==> run_1/flops_by_reg.png <==
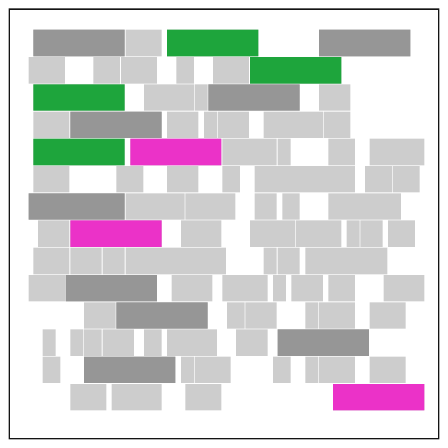
==> run_1/metal_density.png <==
Bar = 10 um. The die is cut into 9 by 9 equal tiles; dark purple is low, yellow is high, scaled to the fullest tile. Values are wire area over tile area, all layers added.
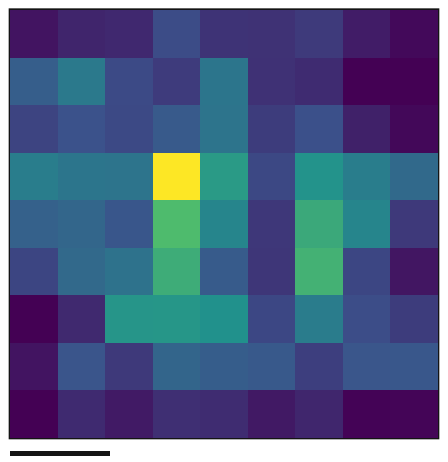
==> run_1/clk_routes.png <==
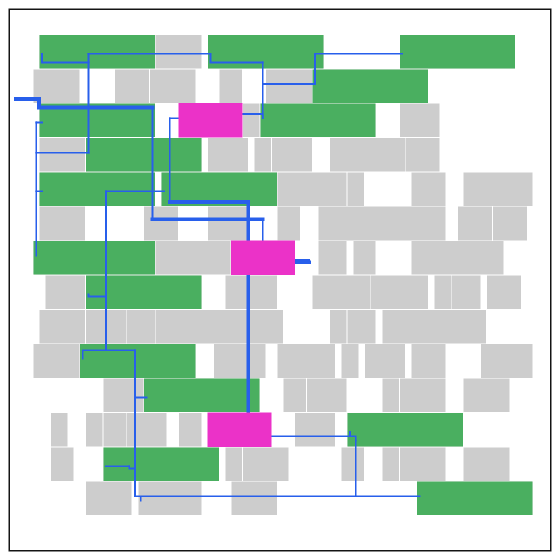
==> run_1/sizes.png <==
Bar = 10 um.
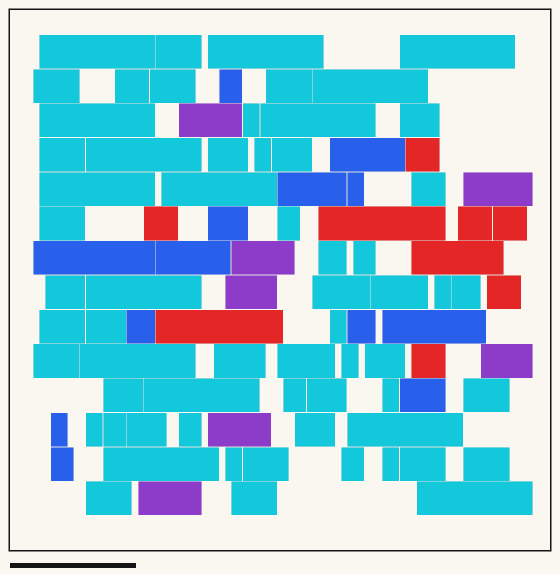
--- config.mk ---
export PLATFORM = sky130hd
export DESIGN_NAME = fifo_rd_ctrl
export DESIGN_NICKNAME = d
export VERILOG_FILES = /design/src/rtl/fifo_pkg.sv /design/src/rtl/fifo_ptr_sync.sv /design/src/rtl/fifo_rd_ctrl.sv
export SDC_FILE = /design/constraint.sdc
export NUM_CORES = 1
export LEC_CHECK = 0
export CAP_MARGIN = 20
export CORE_UTILIZATION = 45
export CTS_BUF_LIST = sky130_fd_sc_hd__clkbuf_8
export DETAILED_ROUTE_END_ITERATION = 16
export GPL_TIMING_DRIVEN = 0
export HOLD_SLACK_MARGIN = 0.08
export PLACE_DENSITY_LB_ADDON = 0.08
export SLEW_MARGIN = 20
export SYNTH_ARGS = -nofsm -noshare
export SYNTH_HDL_FRONTEND = slang
export SYNTH_SLANG_ARGS = --single-unit
--- constraint.sdc ---
create_clock -name rclk -period 3.4 [get_ports rclk]
set_input_delay 1.02 -clock rclk [delete_from_list [all_inputs] [get_ports rclk]]
set_output_delay 1.02 -clock rclk [all_outputs]
set_load 0.05 [all_outputs]
--- src/rtl/fifo_pkg.sv ---
// Shared definitions for the async FIFO pointer controllers.
package fifo_pkg;

    localparam int DEF_ADDR_W = 3;
    localparam int PTR_W      = DEF_ADDR_W + 1;

    // Conversion helpers work on a wide container; callers size-cast to their pointer width.
    // Zero-extension is transparent to both conversions.
    localparam int MAX_PTR_W = 16;
    typedef logic [MAX_PTR_W-1:0] ptr_wide_t;

    function automatic ptr_wide_t bin2gray(input ptr_wide_t b);
        return b ^ (b >> 1);
    endfunction

    function automatic ptr_wide_t gray2bin(input ptr_wide_t g);
        ptr_wide_t b;
        b[MAX_PTR_W-1] = g[MAX_PTR_W-1];
        for (int i = MAX_PTR_W - 2; i >= 0; i--) begin
            b[i] = b[i+1] ^ g[i];
        end
        return b;
    endfunction

endpackage

--- src/rtl/fifo_ptr_sync.sv ---
// Two-flop synchroniser for a pointer crossing clock domains.
module fifo_ptr_sync #(
    parameter int W = 4
) (
    input  logic         clk,
    input  logic         rst_n,
    input  logic [W-1:0] d,
    output logic [W-1:0] q
);

    logic [W-1:0] q1;

    // Two-stage capture of the foreign-domain pointer.
    always_ff @(posedge clk or negedge rst_n) begin
        if (!rst_n) begin
            q1 <= '0;
            q  <= '0;
        end else begin
            q1 <= d;
            q  <= q1;
        end
    end

endmodule

--- src/rtl/fifo_rd_ctrl.sv ---
// Read-side pointer/flag controller of the async FIFO.
module fifo_rd_ctrl import fifo_pkg::*; #(
    parameter int ADDR_W    = DEF_ADDR_W,
    parameter int AE_THRESH = 1,
    parameter bit GRAY_PTR  = 1'b1
) (
    input  logic              rclk,
    input  logic              rrst_n,
    input  logic              rinc,
    input  logic [ADDR_W:0]   wptr_async,
    output logic [ADDR_W:0]   rptr,
    output logic [ADDR_W-1:0] raddr,
    output logic              rclken,
    output logic              rempty,
    output logic              ralmost_empty,
    output logic [ADDR_W:0]   rlevel,
    output logic              runderflow
);

    localparam int PW = ADDR_W + 1;
    localparam logic [PW-1:0] AE_LIM = PW'(AE_THRESH);

    logic [PW-1:0] wq2;
    logic [PW-1:0] wq2_bin;
    logic [PW-1:0] rptr_bin;
    logic [PW-1:0] rptr_next;
    logic [PW-1:0] rptr_enc_next;

    fifo_ptr_sync #(.W(PW)) u_wptr_sync (
        .clk   (rclk),
        .rst_n (rrst_n),
        .d     (wptr_async),
        .q     (wq2)
    );

    // Decode the synchronised write pointer and derive flags and memory controls.
    always_comb begin
        wq2_bin       = GRAY_PTR ? PW'(gray2bin(ptr_wide_t'(wq2))) : wq2;
        rempty        = (rptr_bin == wq2_bin);
        rlevel        = wq2_bin - rptr_bin;
        ralmost_empty = (rlevel <= AE_LIM);
        rclken        = rinc & ~rempty;
        raddr         = rptr_bin[ADDR_W-1:0];
        rptr_next     = rptr_bin + PW'(1);
        rptr_enc_next = GRAY_PTR ? PW'(bin2gray(ptr_wide_t'(rptr_next))) : rptr_next;
    end

    // Pointer registers; the outgoing encoding is held in its own flop so the crossing path is glitch-free.
    always_ff @(posedge rclk or negedge rrst_n) begin
        if (!rrst_n) begin
            rptr_bin <= '0;
            rptr     <= '0;
        end else if (rclken) begin
            rptr_bin <= rptr_next;
            rptr     <= rptr_enc_next;
        end
    end

    // Sticky underflow: a read request against an empty FIFO, cleared only by reset.
    always_ff @(posedge rclk or negedge rrst_n) begin
        if (!rrst_n) begin
            runderflow <= 1'b0;
        end else if (rinc && rempty) begin
            runderflow <= 1'b1;
        end
    end

endmodule

==> results.ini, run 1 <==
[synth]
top_cells_by_count = dfrtp_1, inv_1, xnor2_1, xor2_1, ha_1
synth_warnings = 0
ff_type = dfrtp_1
ys_seq_elements = 16
area_leaders = dfrtp_1, xnor2_1, xor2_1, ha_1, inv_1
synth_cell_types = 21
synth.avg_cell_area_um2 = 12.0
synth.most_common_cell = dfrtp_1

[min_path]
hp-start = u_wptr_sync.q1[0]$_DFF_PN0_
hold_class = reg2reg

[final_timing]
rsz0062_at_grt = yes
relSlewSlack_pct = 54.2
setup_ws_ns = -0.0637
finalSetupViolations = 1

[global_routing]
grt_pass1_wl_um = 2150

[status]
status = complete, but fails checks
violations = setup timing

[cts]
clk_root_buffer_cell = clkbuf_8
clk_pin_slew_ns = 0.06
cts.sinks = 16
cts_tree = yes
cts_hold_buf = 0

[setup_path]
critPathRequiredTime_ns = 2.38
critPathArrivalTime_ns = 2.44

[drt]
wl_per_cell_um = 12.8

[job]
maxCapViolations = 0

[floorplanning]
die_w_um = 42.7

[placement]
dp_hpwl_um = 937

[layout]
fin_area_mm2 = 0.00112
diodes = 0

-- flops_by_reg.png (at the start) --
[magenta] rptr_bin | placed flops: 3
[green] u_wptr_sync.q1 | placed flops: 4

-- metal_density.png (at the start) --
emptiest ninth of the die: upper right
nearly empty tiles: 7.4%
mean over tiles: 0.12
tiles over half the peak: 12%
fullest tile: 0.46

-- clk_routes.png (at the start) --
[magenta] clock drivers | count: 3
[blue] clock wires | length: 213 um
[green] flip-flops | count: 16
routed clock nets: 4
Latency at later pin: 0.25 ns
clock skew: 0.00263 ns

-- sizes.png (at the start) --
[red] _3 and _4 cells | cells: 9 | share: 9.9%
[cyan] _0 and _1 cells | cells: 62 | share: 68%
[purple] _6 and larger | cells: 7 | share: 7.7%
[blue] _2 cells | cells: 13 | share: 14%

-- run 1: layer usage --
metal / global-route usage [%] / wire length (um) / up-vias
met5: 0 / 0 / -
met4: 9.38 / 33 / 0
met3: 5.11 / 61 / 5
met2: 25.5 / 690 / 19
met1: 21.0 / 581 / 249
li1: - / - / 254
-- run 1: kinds of logic (layout without fill, tap and decap cells) --
group           after synthesis  after routing  share of synthesized area, %
fa+ha+maj                     5              5                          9.38
compound gates                8              8                          6.87
xor+xnor                     13             13                          16.2
buf+inv                       8             37                          5.02
mux                           1              1                          1.51
flops                        16             16                          53.6
simple gates                 11             11                          7.37
-- run 1: cells in the final DEF, fill, tap and decap left out, drive strengths merged, types with 3 or more instances in the layout --
cell type / instances
xnor2: 6
ha: 4
nand3: 3
inv: 7
clkdlybuf4s50: 14
dfrtp: 16
nand2: 3
clkbuf: 6
xor2: 7
nor2: 3
buf: 9
o21ai: 5
-- run 1: final cells by class --
cell class              count  area, um^2
clock buffers               4        55.1
multi-input cells          38         377
well taps                  16        20.0
inverters                   7        26.3
fillers                   109         403
plain buffers               1        11.3
repair buffers             25         230
flip-flops and latches     16         402
-- run 1: flip-flops by register name, indices dropped and copies added (netlist names) --
register and cells:
rptr 4, rptr_bin 3, runderflow 1, u_wptr_sync.q 4, u_wptr_sync.q1 4
-- run 1: per-stage QoR --
stage               setup TNS, ns  setup slack (ns)
floorplan                 -0.0845           -0.0845
global placement            -2.55            -0.620
detailed placement          -2.66            -0.654
CTS                        -0.109           -0.0846
global route               -0.290            -0.147
finish                    -0.0637           -0.0637
-- run 1: critical path, stage by stage (launching register included) --
cell,delay [ns]
dfrtp_2,0.44
xor2_4,0.20
xor2_2,0.20
xnor2_1,0.19
ha_2,0.21
inv_2,0.04
fa_2,0.37
xor2_4,0.17
a211oi_4,0.17
buf_6,0.18
-- run 1: worst paths after layout --
| check | end | depth (start not counted) |
|---|---|---|
| min in group asynchronous | rptr_bin[2]$_DFFE_PN0P_ | 1 |
| min | u_wptr_sync.q[0]$_DFF_PN0_ | 0 |
| max | ralmost_empty | 9 |
| min reg2reg | u_wptr_sync.q[0]$_DFF_PN0_ | 0 |
| max in group asynchronous | u_wptr_sync.q[3]$_DFF_PN0_ | 1 |
| max reg2reg | rptr[3]$_DFFE_PN0P_ | 9 |
-- run 1: what timing repair did --
action | 4_1_cts | 5_1_grt
buffers inserted | 1 | 3
setup endpoints to repair | 7 | 6
pin swaps | 2 | 4
resized | 30 | 15
## Run 2: what changed since run 1
- PLACE_DENSITY_LB_ADDON: 0.08 -> 0.3
- clock period: 3.4 -> 3.8 ns (I/O delays scaled with it)
==> run_2/flops_by_reg.png <==
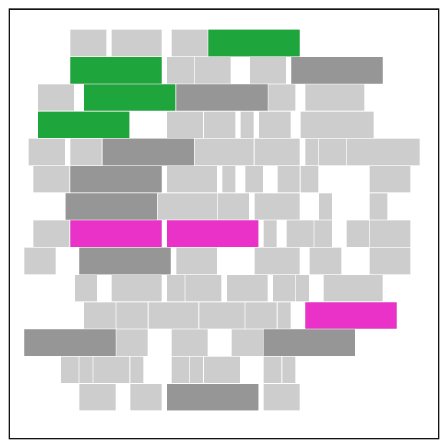
[green] u_wptr_sync.q1 | placed flops: 4
[magenta] rptr_bin | placed flops: 3
not coloured: 9

==> run 2 against run 1 <==
The flow now finishes without violations. Via count fell by 5.9%. Register-to-register slack improved by 0.47 ns. Die area did not move. First-iteration DRC count rose by 100%. Design area fell by 3.8%. Critical path type unchanged. Highest routed layer unchanged.
==> results.ini, run 2 <==
[layout]
top_regs = rptr (4), u_wptr_sync.q1 (4), u_wptr_sync.q (4)

[global_routing]
gr-usage-met1_pct = 19.3  ; -1.7 points
use_met3_pct = 4.26  ; -0.85 points
busiest_layer = met2
grt_pass1_wl_um = 2150  ; unchanged
use_met2_pct = 26.7  ; +1.2 points

[status]
status = finished clean

[drt]
wl_per_cell_um = 12.1  ; -5.1%

[synth]
compound_area_share_pct = 6.87  ; unchanged
logic_family = XOR/XNOR gates
mux_area_share_pct = 1.51  ; unchanged
area_leaders = dfrtp_1, xnor2_1, xor2_1, ha_1, inv_1
synth.avg_cell_area_um2 = 12.0  ; unchanged
synthSimpleGateAreaFrac_pct = 7.37  ; unchanged

[final_timing]
finalSetupViolations = 0  ; -1
clock_skew_ns = 0.00475  ; +0.00212 ns

[setup_path]
critPathRequiredTime_ns = 2.66  ; +0.28 ns
cp_cell_sequence = xor2_2 -> xor2_2 -> xnor2_1 -> ha_1 -> inv_1 -> fa_1 -> xor2_2 -> a211oi_4 -> buf_6
slowest_delay_ns = 0.43  ; about the same
crit_slowest_cell = dfrtp_1

[cts]
cts_tree = yes
cts_hold_buf = 0  ; unchanged
clk_latency_ns = 0.25  ; about the same
clk_root_buffer_cell = clkbuf_8

[job]
maxCapViolations = 0  ; unchanged

==> run_2/clk_routes.png <==
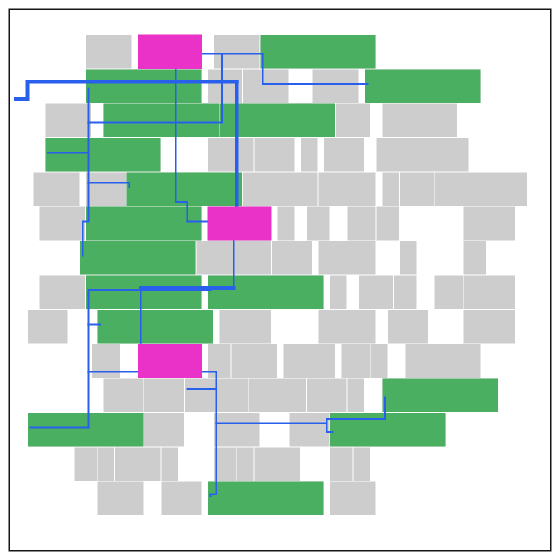
[blue] clock wires | length: 196 um
[green] flip-flops | count: 16
[magenta] clock drivers | count: 3
routed clock nets: 4

==> run 2: netlist changes by cell type in the layout (fill, tap and decap cells not counted), moves of 2 or more <==
| cell | delta |
|---|---|
| buf_4 | -3 |
| clkdlybuf4s15_2 | +2 |
| xor2_2 | +2 |
| xor2_4 | -2 |
==> run 2: final cells by class <==
class                      count  area (um^2)
tap                           16         20.0
sequential                    16          400
buffer                         1         11.3
clock buffer                   4         55.1
multi-input combinational     38          344
fill                         113          445
timing repair buffer          23          221
inverter                       7         26.3
==> run 2: routing by layer <==
metal / part of all wire, % / vias up
met5: 0 / -
li1: - / 247
met1: 44 / 236
met3: 4.1 / 2
met4: 0.86 / 0
met2: 51 / 11
==> run 2: worst max-delay path, delay by kind of cell (launching register included) <==
family	cells	cell delay [ns]
flops	1	0.43
compound gates	1	0.22
buf+inv	2	0.23
xor+xnor	4	0.79
fa+ha+maj	2	0.59
==> run 2: what timing repair did <==
action | 4_1_cts | 5_1_grt
pin swaps | 0 | 2
gates resized | 21 | 1
setup endpoints to repair | 6 | 2
buffers inserted | 0 | 2
==> run 2: path summary, 6_finish.rpt <==
check                           slack (ns)                          end  cells past startpoint                   startpoint
worst min-delay path                  0.35   u_wptr_sync.q[0]$_DFF_PN0_                      0  u_wptr_sync.q1[0]$_DFF_PN0_
min in group asynchronous             1.30          rptr[2]$_DFFE_PN0P_                      1                       rrst_n
worst min register to register        0.35   u_wptr_sync.q[0]$_DFF_PN0_                      0  u_wptr_sync.q1[0]$_DFF_PN0_
worst max-delay path                  0.14                ralmost_empty                      9   u_wptr_sync.q[3]$_DFF_PN0_
worst max register to register        1.77          rptr[3]$_DFFE_PN0P_                      9   u_wptr_sync.q[3]$_DFF_PN0_
max in group asynchronous             2.06  u_wptr_sync.q1[1]$_DFF_PN0_                      1                       rrst_n
==> run 2: logic make-up (layout without fill, tap and decap cells) <==
kind of cell    Yosys count  in the layout
buf+inv                   8             35
simple gates             11             11
mux                       1              1
xor+xnor                 13             13
fa+ha+maj                 5              5
flops                    16             16
compound gates            8              8
==> run 2: stage by stage <==
step / setup TNS (ns) / cell area, um^2 / util [%] / setup WS [ns]
CTS: 0 / 1060 / 69.5 / 0.0269
global placement: -0.884 / 997 / 65.4 / -0.364
detailed placement: -0.997 / 997 / 65.4 / -0.407
finish: 0 / 1080 / 70.8 / 0.143
floorplan: 0 / 767 / - / 0.0960
global route: -0.00626 / 1080 / 70.8 / -0.00626
## Run 3: what changed since run 2
- CORE_MARGIN: default -> 8
- CTS_CLUSTER_SIZE: default -> 25
==> run_3/clk_routes.png <==
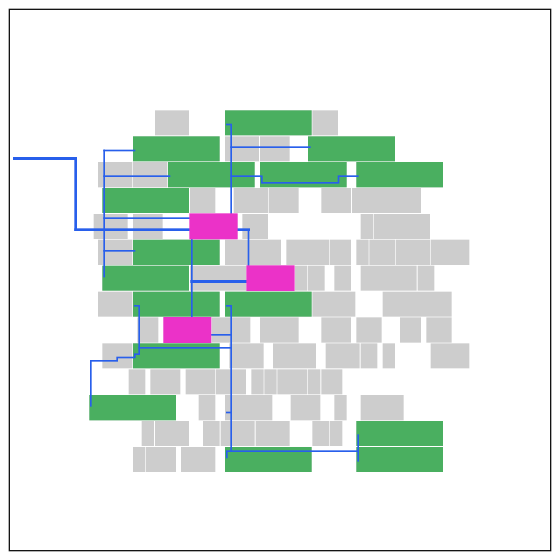
[blue] clock wires | length: 196 um
[magenta] clock drivers | count: 3
[green] flip-flops | count: 16
routed clock nets: 4

==> run 3 against run 2 <==
Hold slack gained 0.0013 ns. Register-to-register slack got worse by 0.04 ns. Global-route usage is 7.2 points lower. Critical path depth is the same. Sequential share of layout area decreased by 0.13 points. Non-clock buffer count rose by 1. Die area increased by 76%. Core utilization increased by 0.25 points. First-iteration DRC count is the same. Synthesized cell count unchanged. Design area rose by 0.35%. Critical path type unchanged.
==> results.ini, run 3 <==
[status]
status = finished clean

[setup_path]
r2r_start = u_wptr_sync.q[2]$_DFF_PN0_
critPathTopFamily = XOR/XNOR gates
ff2ff_path_depth = 9  ; unchanged
r2r_slack_ns = 1.73  ; -0.04 ns
slowest_delay_ns = 0.40  ; -0.03 ns
rr_endpoint = rptr[3]$_DFFE_PN0P_
critPathRequiredTime_ns = 2.66  ; about the same
crit_slowest_cell = dfrtp_1

[cts]
clk_latency_ns = 0.24  ; about the same
clk_root_buffer_cell = clkbuf_8
cts_tree = yes
cts_hold_buf = 0  ; unchanged

[final_timing]
clock_skew_ns = 0.000504  ; -0.00425 ns
finalSetupViolations = 0  ; unchanged

[global_routing]
grt_pass1_wl_um = 2390  ; +11%

[min_path]
holdPathEnd = u_wptr_sync.q[2]$_DFF_PN0_
hp-start = u_wptr_sync.q1[2]$_DFF_PN0_

[synth]
synth.avg_cell_area_um2 = 12.0  ; unchanged
mux_area_share_pct = 1.51  ; unchanged
synthSimpleGateAreaFrac_pct = 7.37  ; unchanged

[placement]
dp_slack_ns = -0.436  ; -0.0295 ns

[drt]
wl_per_cell_um = 14.1  ; +16%

==> run_3/sizes.png <==
Bar = 20 um.
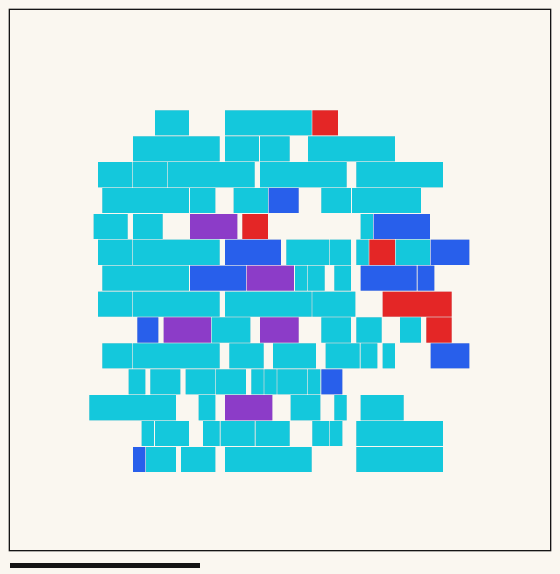
[purple] _6 and larger | cells: 5 | share: 5.6%
[red] _3 and _4 cells | cells: 5 | share: 5.6%
[cyan] _0 and _1 cells | cells: 69 | share: 77%
[blue] _2 cells | cells: 11 | share: 12%

run 3: cell counts after synthesis:
Identical to the previous run, type by type.
run 3: timing repair:
action / CTS / global route
pin swaps: 0 / 2
setup buffers: 0 / 3
resized: 19 / 2
endpoints found under the setup margin: 6 / 5
run 3: through the flow:
| step | instances | setup TNS, ns | hold slack, ns | instance area [um^2] | utilization (%) |
|---|---|---|---|---|---|
| final | 106 | 0 | 0.348 | 1080 | 71.0 |
| after global routing | 106 | 0 | 0.355 | 1080 | 71.0 |
| after CTS | 103 | 0 | 0.350 | 1070 | 70.0 |
| after detailed placement | 99 | -1.16 | 0.337 | 997 | 65.4 |
| after global placement | 99 | -0.960 | 0.333 | 997 | 65.4 |
| after floorplan | 62 | 0 | 0.331 | 767 | - |
run 3: kinds of logic (layout without fill, tap and decap cells):
logic type | Yosys count | count (layout)
flip-flops | 16 | 16
adder cells (fa/ha/maj) | 5 | 5
buffers and inverters | 8 | 36
AND/OR/NAND/NOR | 11 | 11
multiplexers | 1 | 1
AND-OR/OR-AND | 8 | 8
XOR/XNOR | 13 | 13
run 3: worst register-to-register path, stage by stage (launching register included):
cell and delay [ns]:
dfrtp_1 0.40, xor2_2 0.24, xor2_2 0.23, xnor2_1 0.11, ha_1 0.30, nand3_1 0.13, o21ai_2 0.19, buf_6 0.17
nor2_2 0.05, xor2_1 0.14
run 3: final cells by class:
cell class                 instances  area, um^2
clock buffer                       4        55.1
tap                               16        20.0
buffer                             1        11.3
inverter                           7        26.3
timing repair buffer              24         225
fill                             113         442
sequential                        16         400
multi-input combinational         38         344
run 3: how the worst max path moves through the flow:
stage | cells after the start | endpoint | slack, ns | from
detailed placement | 9 | ralmost_empty | -0.44 | u_wptr_sync.q[3]$_DFF_PN0_
floorplan | 7 | ralmost_empty | 0.1 | u_wptr_sync.q[3]$_DFF_PN0_
global route | 9 | ralmost_empty | 0.02 | u_wptr_sync.q[2]$_DFF_PN0_
finish | 9 | ralmost_empty | 0.13 | u_wptr_sync.q[2]$_DFF_PN0_
global placement | 9 | ralmost_empty | -0.38 | u_wptr_sync.q[3]$_DFF_PN0_
CTS | 8 | rlevel[2] | 0.005 | u_wptr_sync.q[3]$_DFF_PN0_
run 3: per-layer routing:
metal  GRT usage, %  routed length (um)  share of wire, %
met5              0                   0                 0
met4           3.36                   7              0.47
met3           4.72                  96               6.4
met2           15.7                 750                50
met1           9.64                 638                43

## Gallery

Placed standard cells.
shot_01.png
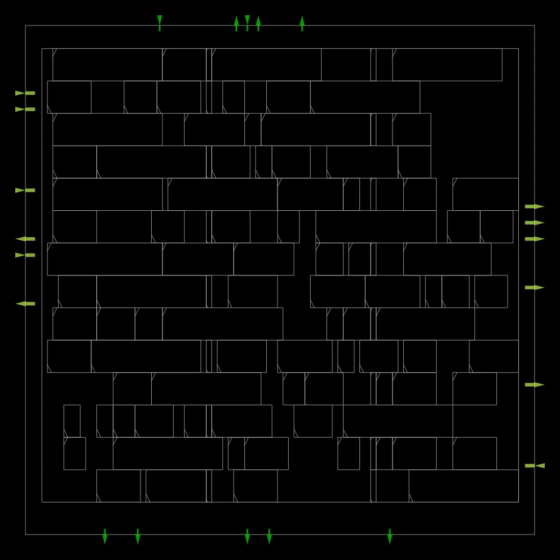
shot_02.png
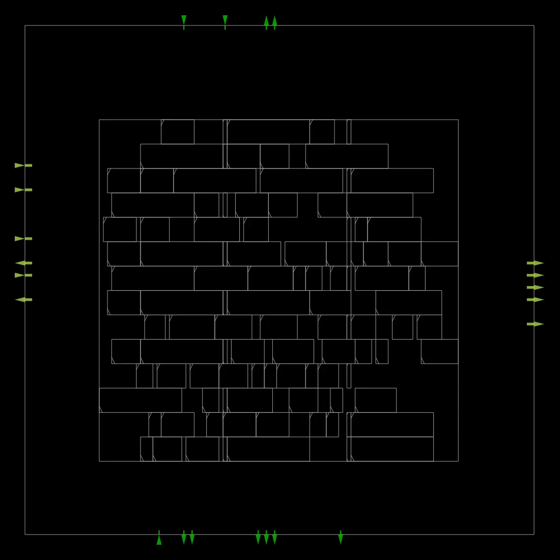
shot_03.png
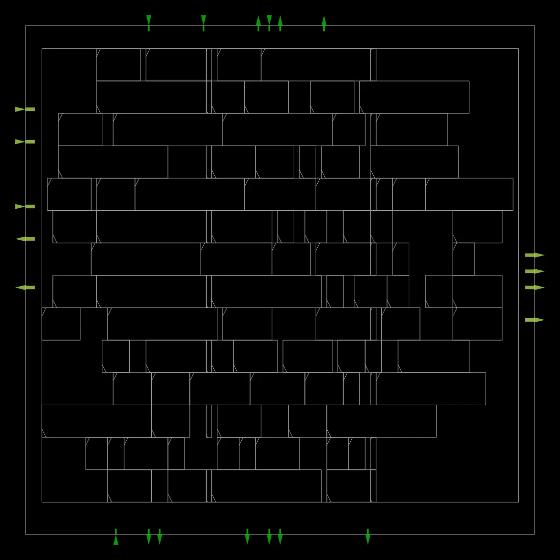
shot_01.png: run 1
shot_02.png: run 3
shot_03.png: run 2

